==> src/rtl/axi_warb_pkg.sv <==
// Shared types and constants for the two-master AXI write arbiter.
package axi_warb_pkg;

  typedef enum logic [1:0] {
    IDLE = 2'd0,
    AW   = 2'd1,
    W    = 2'd2,
    B    = 2'd3
  } warb_state_e;

  localparam logic GRANT_M0 = 1'b0;
  localparam logic GRANT_M1 = 1'b1;

  localparam int unsigned TAG_BITS = 4;
  localparam logic [TAG_BITS-1:0] M0_TAG_DEF = 4'b0001;
  localparam logic [TAG_BITS-1:0] M1_TAG_DEF = 4'b0010;

  localparam logic [1:0] RESP_OKAY   = 2'b00;
  localparam logic [1:0] RESP_SLVERR = 2'b10;

endpackage : axi_warb_pkg

==> src/rtl/axi_write_arbiter_rr.sv <==
// Two-way round-robin arbiter: a tie goes to the master not granted last.
module axi_rr_arbiter2
  import axi_warb_pkg::*;
(
  input  logic [1:0] i_req,
  input  logic       i_last_grant,
  output logic       o_grant,
  output logic       o_any
);

  always_comb begin
    o_any   = |i_req;
    o_grant = GRANT_M0;
    case (i_req)
      2'b01:   o_grant = GRANT_M0;
      2'b10:   o_grant = GRANT_M1;
      2'b11:   o_grant = ~i_last_grant;
      default: o_grant = GRANT_M0;
    endcase
  end

endmodule : axi_rr_arbiter2

==> src/rtl/axi_write_arbiter.sv <==
// Shares one AXI write path between masters M0/M1; one transaction in flight.
// Optional B-wait timeout with SLVERR completion: define AXI_WARB_TIMEOUT_EN.
module axi_write_arbiter
  import axi_warb_pkg::*;
#(
  parameter int unsigned         AXI_ID_BITS    = 4,
  parameter int unsigned         AXI_ADDR_BITS  = 32,
  parameter int unsigned         AXI_LEN_BITS   = 8,
  parameter int unsigned         AXI_SIZE_BITS  = 3,
  parameter int unsigned         AXI_DATA_BITS  = 32,
  parameter int unsigned         AXI_STRB_BITS  = AXI_DATA_BITS / 8,
  parameter logic [TAG_BITS-1:0] M0_TAG         = M0_TAG_DEF,
  parameter logic [TAG_BITS-1:0] M1_TAG         = M1_TAG_DEF,
  parameter int unsigned         TIMEOUT_CYCLES = 16
) (
  input  logic                              clk,
  input  logic                              rst,
  // master 0
  input  logic [AXI_ID_BITS-1:0]            AWID_M0,
  input  logic [AXI_ADDR_BITS-1:0]          AWADDR_M0,
  input  logic [AXI_LEN_BITS-1:0]           AWLEN_M0,
  input  logic [AXI_SIZE_BITS-1:0]          AWSIZE_M0,
  input  logic [1:0]                        AWBURST_M0,
  input  logic                              AWVALID_M0,
  output logic                              AWREADY_M0,
  input  logic [AXI_DATA_BITS-1:0]          WDATA_M0,
  input  logic [AXI_STRB_BITS-1:0]          WSTRB_M0,
  input  logic                              WLAST_M0,
  input  logic                              WVALID_M0,
  output logic                              WREADY_M0,
  output logic [AXI_ID_BITS-1:0]            BID_M0,
  output logic [1:0]                        BRESP_M0,
  output logic                              BVALID_M0,
  input  logic                              BREADY_M0,
  // master 1
  input  logic [AXI_ID_BITS-1:0]            AWID_M1,
  input  logic [AXI_ADDR_BITS-1:0]          AWADDR_M1,
  input  logic [AXI_LEN_BITS-1:0]           AWLEN_M1,
  input  logic [AXI_SIZE_BITS-1:0]          AWSIZE_M1,
  input  logic [1:0]                        AWBURST_M1,
  input  logic                              AWVALID_M1,
  output logic                              AWREADY_M1,
  input  logic [AXI_DATA_BITS-1:0]          WDATA_M1,
  input  logic [AXI_STRB_BITS-1:0]          WSTRB_M1,
  input  logic                              WLAST_M1,
  input  logic                              WVALID_M1,
  output logic                              WREADY_M1,
  output logic [AXI_ID_BITS-1:0]            BID_M1,
  output logic [1:0]                        BRESP_M1,
  output logic                              BVALID_M1,
  input  logic                              BREADY_M1,
  // slave
  output logic [AXI_ID_BITS+TAG_BITS-1:0]   AWID_S,
  output logic [AXI_ADDR_BITS-1:0]          AWADDR_S,
  output logic [AXI_LEN_BITS-1:0]           AWLEN_S,
  output logic [AXI_SIZE_BITS-1:0]          AWSIZE_S,
  output logic [1:0]                        AWBURST_S,
  output logic                              AWVALID_S,
  input  logic                              AWREADY_S,
  output logic [AXI_DATA_BITS-1:0]          WDATA_S,
  output logic [AXI_STRB_BITS-1:0]          WSTRB_S,
  output logic                              WLAST_S,
  output logic                              WVALID_S,
  input  logic                              WREADY_S,
  input  logic [AXI_ID_BITS+TAG_BITS-1:0]   BID_S,
  input  logic [1:0]                        BRESP_S,
  input  logic                              BVALID_S,
  output logic                              BREADY_S
);

  warb_state_e r_state, w_state_next;
  logic        r_grant, r_last_grant;
  logic        w_arb_grant, w_arb_any;

  logic [AXI_ID_BITS-1:0]   w_sel_awid;
  logic [AXI_ADDR_BITS-1:0] w_sel_awaddr;
  logic [AXI_LEN_BITS-1:0]  w_sel_awlen;
  logic [AXI_SIZE_BITS-1:0] w_sel_awsize;
  logic [1:0]               w_sel_awburst;
  logic                     w_sel_awvalid;
  logic [AXI_DATA_BITS-1:0] w_sel_wdata;
  logic [AXI_STRB_BITS-1:0] w_sel_wstrb;
  logic                     w_sel_wlast;
  logic                     w_sel_wvalid;
  logic                     w_sel_bready;
  logic [TAG_BITS-1:0]      w_sel_tag;

  logic                     w_aw_hs, w_w_done, w_b_hs;
  logic                     w_awready_g, w_wready_g, w_bvalid_g;
  logic [AXI_ID_BITS-1:0]   w_bid_g;
  logic [1:0]               w_bresp_g;
  logic                     w_unused_bid_tag;

  assign w_unused_bid_tag = ^BID_S[AXI_ID_BITS+TAG_BITS-1:AXI_ID_BITS];

  axi_rr_arbiter2 u_rr (
    .i_req        ({AWVALID_M1, AWVALID_M0}),
    .i_last_grant (r_last_grant),
    .o_grant      (w_arb_grant),
    .o_any        (w_arb_any)
  );

  assign w_sel_awid    = (r_grant == GRANT_M1) ? AWID_M1    : AWID_M0;
  assign w_sel_awaddr  = (r_grant == GRANT_M1) ? AWADDR_M1  : AWADDR_M0;
  assign w_sel_awlen   = (r_grant == GRANT_M1) ? AWLEN_M1   : AWLEN_M0;
  assign w_sel_awsize  = (r_grant == GRANT_M1) ? AWSIZE_M1  : AWSIZE_M0;
  assign w_sel_awburst = (r_grant == GRANT_M1) ? AWBURST_M1 : AWBURST_M0;
  assign w_sel_awvalid = (r_grant == GRANT_M1) ? AWVALID_M1 : AWVALID_M0;
  assign w_sel_wdata   = (r_grant == GRANT_M1) ? WDATA_M1   : WDATA_M0;
  assign w_sel_wstrb   = (r_grant == GRANT_M1) ? WSTRB_M1   : WSTRB_M0;
  assign w_sel_wlast   = (r_grant == GRANT_M1) ? WLAST_M1   : WLAST_M0;
  assign w_sel_wvalid  = (r_grant == GRANT_M1) ? WVALID_M1  : WVALID_M0;
  assign w_sel_bready  = (r_grant == GRANT_M1) ? BREADY_M1  : BREADY_M0;
  assign w_sel_tag     = (r_grant == GRANT_M1) ? M1_TAG     : M0_TAG;

  assign w_aw_hs  = (r_state == AW) & w_sel_awvalid & AWREADY_S;
  assign w_w_done = (r_state == W) & w_sel_wvalid & WREADY_S & w_sel_wlast;

`ifdef AXI_WARB_TIMEOUT_EN
  localparam int unsigned TO_BITS = $clog2(TIMEOUT_CYCLES + 1);

  logic [TO_BITS-1:0]     r_to_cnt;
  logic [AXI_ID_BITS-1:0] r_awid;
  logic                   w_to;

  // Counter saturates at the limit, so w_to stays set until the master takes B.
  assign w_to   = (r_state == B) && (r_to_cnt == TO_BITS'(TIMEOUT_CYCLES));
  assign w_b_hs = (r_state == B) & (w_to ? w_sel_bready : (BVALID_S & w_sel_bready));

  always_ff @(posedge clk or negedge rst) begin
    if (!rst) begin
      r_to_cnt <= '0;
      r_awid   <= '0;
    end else begin
      if (w_aw_hs) r_awid <= w_sel_awid;
      if (w_w_done) r_to_cnt <= '0;
      else if ((r_state == B) && !BVALID_S && !w_to) r_to_cnt <= r_to_cnt + 1'b1;
    end
  end
`else
  assign w_b_hs = (r_state == B) & BVALID_S & w_sel_bready;
`endif

  always_ff @(posedge clk or negedge rst) begin
    if (!rst) begin
      r_state      <= IDLE;
      r_grant      <= GRANT_M0;
      r_last_grant <= GRANT_M1;
    end else begin
      r_state <= w_state_next;
      if ((r_state == IDLE) && w_arb_any) r_grant <= w_arb_grant;
      if (w_b_hs) r_last_grant <= r_grant;
    end
  end

  always_comb begin
    w_state_next = r_state;
    case (r_state)
      IDLE:    if (w_arb_any) w_state_next = AW;
      AW:      if (w_aw_hs)   w_state_next = W;
      W:       if (w_w_done)  w_state_next = B;
      B:       if (w_b_hs)    w_state_next = IDLE;
      default: w_state_next = IDLE;
    endcase
  end

  always_comb begin
    AWID_S      = '0;
    AWADDR_S    = '0;
    AWLEN_S     = '0;
    AWSIZE_S    = '0;
    AWBURST_S   = '0;
    AWVALID_S   = 1'b0;
    WDATA_S     = '0;
    WSTRB_S     = '0;
    WLAST_S     = 1'b0;
    WVALID_S    = 1'b0;
    BREADY_S    = 1'b0;
    w_awready_g = 1'b0;
    w_wready_g  = 1'b0;
    w_bvalid_g  = 1'b0;
    w_bid_g     = '0;
    w_bresp_g   = '0;
    case (r_state)
      AW: begin
        AWID_S      = {w_sel_tag, w_sel_awid};
        AWADDR_S    = w_sel_awaddr;
        AWLEN_S     = w_sel_awlen;
        AWSIZE_S    = w_sel_awsize;
        AWBURST_S   = w_sel_awburst;
        AWVALID_S   = w_sel_awvalid;
        w_awready_g = AWREADY_S;
      end
      W: begin
        WDATA_S    = w_sel_wdata;
        WSTRB_S    = w_sel_wstrb;
        WLAST_S    = w_sel_wlast;
        WVALID_S   = w_sel_wvalid;
        w_wready_g = WREADY_S;
      end
      B: begin
`ifdef AXI_WARB_TIMEOUT_EN
        if (w_to) begin
          w_bvalid_g = 1'b1;
          w_bresp_g  = RESP_SLVERR;
          w_bid_g    = r_awid;
        end else begin
          w_bvalid_g = BVALID_S;
          w_bresp_g  = BRESP_S;
          w_bid_g    = BID_S[AXI_ID_BITS-1:0];
          BREADY_S   = w_sel_bready;
        end
`else
        w_bvalid_g = BVALID_S;
        w_bresp_g  = BRESP_S;
        w_bid_g    = BID_S[AXI_ID_BITS-1:0];
        BREADY_S   = w_sel_bready;
`endif
      end
      default: ;
    endcase
  end

  // Master-side returns: only the granted master ever sees non-zero values.
  always_comb begin
    AWREADY_M0 = 1'b0;
    WREADY_M0  = 1'b0;
    BVALID_M0  = 1'b0;
    BID_M0     = '0;
    BRESP_M0   = '0;
    AWREADY_M1 = 1'b0;
    WREADY_M1  = 1'b0;
    BVALID_M1  = 1'b0;
    BID_M1     = '0;
    BRESP_M1   = '0;
    if (r_grant == GRANT_M1) begin
      AWREADY_M1 = w_awready_g;
      WREADY_M1  = w_wready_g;
      BVALID_M1  = w_bvalid_g;
      BID_M1     = w_bid_g;
      BRESP_M1   = w_bresp_g;
    end else begin
      AWREADY_M0 = w_awready_g;
      WREADY_M0  = w_wready_g;
      BVALID_M0  = w_bvalid_g;
      BID_M0     = w_bid_g;
      BRESP_M0   = w_bresp_g;
    end
  end

endmodule : axi_write_arbiter

==> config.mk <==
export PLATFORM = sky130hd
export DESIGN_NAME = axi_write_arbiter
export DESIGN_NICKNAME = d
export VERILOG_FILES = /design/src/rtl/axi_warb_pkg.sv /design/src/rtl/axi_write_arbiter_rr.sv /design/src/rtl/axi_write_arbiter.sv
export SDC_FILE = /design/constraint.sdc
export NUM_CORES = 1
export LEC_CHECK = 0
export CAP_MARGIN = 20
export CORE_AREA = 4 4 115 117
export CTS_BUF_LIST = sky130_fd_sc_hd__clkbuf_16
export CTS_CLUSTER_DIAMETER = 60
export DETAILED_ROUTE_END_ITERATION = 8
export DIE_AREA = 0 0 119 121
export GPL_TIMING_DRIVEN = 0
export PLACE_DENSITY = 0.61
export REMOVE_ABC_BUFFERS = 1
export SLEW_MARGIN = 20
export SYNTH_ARGS = -nofsm -noshare
export SYNTH_HDL_FRONTEND = slang
export SYNTH_SLANG_ARGS = --single-unit
==> constraint.sdc <==
create_clock -name clk -period 2 [get_ports clk]
set_input_delay 0.3 -clock clk [delete_from_list [all_inputs] [get_ports clk]]
set_output_delay 0.3 -clock clk [all_outputs]
set_load 0.05 [all_outputs]
==> notes.md, run 1 <==
flow finished, numbers: met2 wire len 5693 microns, Synth Area in Adders 2.486%, Initial DRC Count 38, Crit path largest cell delay 0.43 ns, max layer used met4, die area 0.01440 sq mm, Synth top cell by count nor2b_1, number of nets in the layout 742, sequential power share 3.1%, P_leak 2.405 nW, Signal buffers 308, post-synthesis async set-or-reset flop share 100.0%, r2r endpoint r_state[1]$_DFFE_PN0P_, largest reg by FF count r_state, NonClk Buf Share 55.10%, Tool Warnings 33, sequential-to-total area share from yosys stat 5.034%, area growth from synthesis to layout 144.3%, XOR/XNOR Area Share 0%, largest net degree at the start of global routing 52, worst-path fanout max 12, most instantiated logic cells after routing clkdlybuf4s50_1 (188), nor2b_1 (90), mux2i_1 (89), Final Skew 0.001186 ns, post-synth cell types 24, core area 0.01236 sq mm, CTS resizes 505, kind of end point of the critical path output pin, multi-input logic area 0.001787 sq mm, Rows 41, Worst Hold Class primary input to asynchronous set/reset pin, crit start category register, switching pwr 4.257 mW, post-route setup slack 0.03401 ns, vias in the first global route 3,196, post-cts hold-fix buffer tally 0, dpl cell area 0.005149 sq mm, wirelength, routed 11,120 microns, Remaining DRCs 0, clock buffers 3, total power 7.029 mW, Top power group combinational logic, n_taps 172, clock transition at the registers of the reported paths 0.03 ns, post-DP HPWL 8665 microns, achievable clock frequency 0.5087 GHz, 1st-pass router iterations 2, ao+oa area frac 3.045%, EDFF count, synth 0, post-layout min period 1.966 ns, setup TNS 0 ns, kind of critical path register to output pin, cell-internal power 2.772 mW, cycle use final 98.30%, CP top delay family simple AND/OR/NAND/NOR gates, Max Slew Vio Count 0, n_diodes 0, via count 2,922, Antenna Nets Post-Route 0, cell count after synthesis 255, H-tree levels 1, fillers 1,274, Post-synth regs 4, Largest register FFs 2, ys flop type dfrtp_1, Synth area leaders mux2i_1 (45%), nor2b_1 (28%), buf_4 (4.1%), outcome completed, Largest cell class non-clock buffers, crit-path cells ha_2 > nor2b_2 > and2_1 > buf_2, Logic inverters 6, Max VDD drop 0.6163 mV, crit path capture BID_M0[2], Vias/cell 4.081, Comb. pwr 6.50 mW, Worst EP arrival 1.67 ns, RSZ-0062 raised after global routing yes, Placer Congestion 0.7299, wl on met1 4092 microns, GRT overflow 0, GRT Total Usage 13.81%, Seq area share 2.137%, largest family of logic cells by area multiplexers, R2R depth 5
**Run 1: gate-type map**

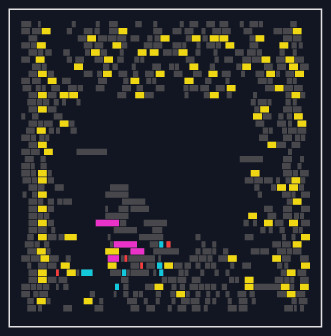
inverting AOI/OAI gates -> cyan  # cells 6, where bottom centre
adder and majority cells -> magenta  # cells 4, most used ha_4
multiplexers -> yellow  # cells 91, most used mux2i_1, where all over the die
NAND gates -> red  # cells 4, most used nand2_1, where bottom centre
most common cell after layout, fill and taps aside: clkdlybuf4s50_1
fin cells: 716
Comb/total area: 36.33%

**Run 1: the clock network**

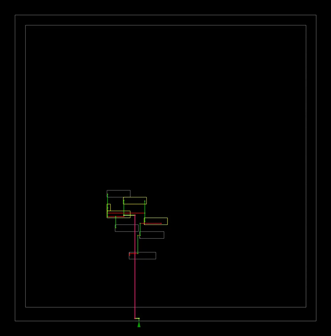
clock latency on the worst-skew pair: 0.22 ns
TritonCTS Buffers: 3
clk sinks: 4
Seq Cell Count: 4

**Run 1: I/O nets highlighted**

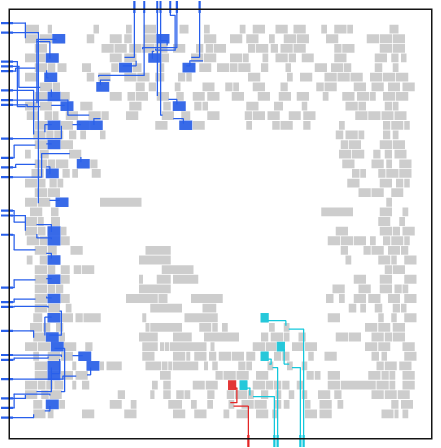
`BVALID_M1` -> red  # bits 1, direction output, edge bottom, end cells 1, buffers 1, wire 19.2 microns
`WDATA_M1` -> blue  # bits 32, direction input, edge 25 left, 7 top, end cells 32, buffers 32, wire 666 microns
`BID_M1` -> cyan  # bits 4, direction output, edge bottom, end cells 4, buffers 4, wire 112 microns
# IOs: 304
IO buf count: 297

**Run 1: cell classes on the final placement**

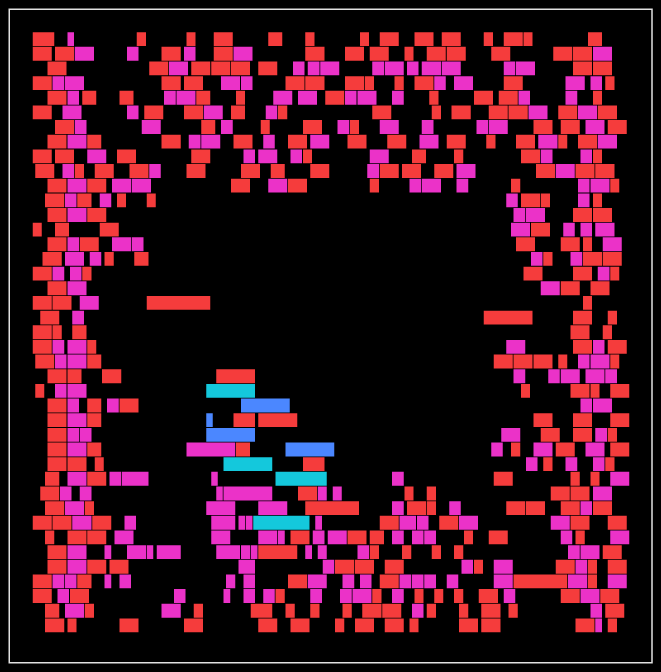

==> run 2, diff against run 1 <==
CTS_CLUSTER_DIAMETER = default   (was 60)
GPL_ROUTABILITY_DRIVEN = 0   (was default)
clock period = 1.9 ns   (was 2 ns; I/O delays follow)
**Run 2: cell classes on the final placement**

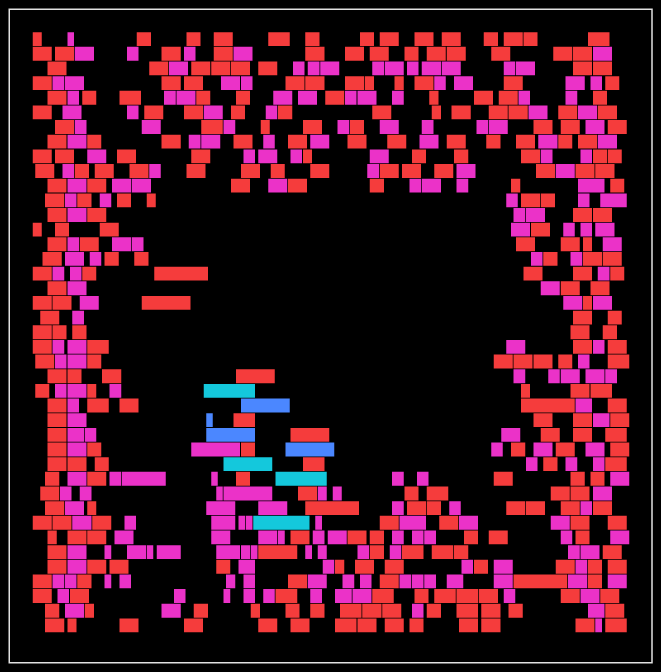
clock drivers and dummy loads -> blue  # cells 4
combinational and other logic -> magenta  # cells 228
flops -> cyan  # cells 4
other buffers and delay cells -> red  # cells 311

==> run 2 against run 1 <==
- setup slack worse by 0.020 ns
- die size stayed put
- sequential cell count stayed put
- worst hold slack worse by 0.014 ns
- clock power is 5% higher
- count of clock-buffer cells in the layout unchanged
- non-clock buffer count increased by 3
- synthesized cell count stayed put
- via count rose by 0.44%
- synthesized area stayed put
- first-iteration DRC count rose by 58%
- power rose by 13%
- critical endpoint is now AWADDR_S[4]
- largest power group unchanged
==> notes.md, run 2 <==
flow finished, numbers: largest net degree at the start of global routing 38 (was 52), Synth Area in Adders 2.486% (unchanged), XOR/XNOR Area Share 0% (unchanged), Initial DRC Count 60 (was 38), post-cts hold-fix buffer tally 0 (unchanged), GRT Total Usage 14.09% (was 13.81%), EDFF count, synth 0 (unchanged), Signal buffers 311 (was 308), clock transition at the registers of the reported paths 0.03 ns (about the same), outcome completed (unchanged), ys flop type dfrtp_1 (unchanged), largest reg by FF count r_state (unchanged), cell count after synthesis 255 (unchanged), crit path capture AWADDR_S[4] (was BID_M0[2]), Synth area leaders mux2i_1 (45%), nor2b_1 (28%), buf_4 (4.1%) (unchanged), r2r endpoint r_state[1]$_DFFE_PN0P_ (unchanged), area growth from synthesis to layout 159.6% (was 144.3%), post-synth cell types 24 (unchanged), ao+oa area frac 3.045% (unchanged), cycle use final 99.28%, total power 7.932 mW (was 7.029 mW), # IOs 304 (unchanged), sequential power share 3.0% (was 3.1%), crit start category register (unchanged), RSZ-0062 raised after global routing yes (unchanged), Largest register FFs 2 (unchanged), worst-path fanout max 37 (was 12), setup TNS 0 ns (unchanged), number of nets in the layout 745 (was 742), max layer used met4 (unchanged), TritonCTS Buffers 3 (unchanged), H-tree levels 1 (unchanged), kind of end point of the critical path output pin (unchanged), switching pwr 4.607 mW (was 4.257 mW), sequential-to-total area share from yosys stat 5.034% (unchanged), Largest cell class non-clock buffers (unchanged)
**Run 2: the clock network**

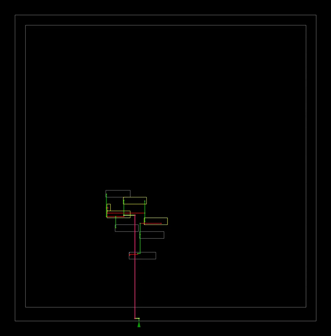
Clock Power: 0.332 mW
Final Skew: 0.001408 ns
clock buffers: 3

Power figures rest on the tool's default switching activity, not on a simulated workload.
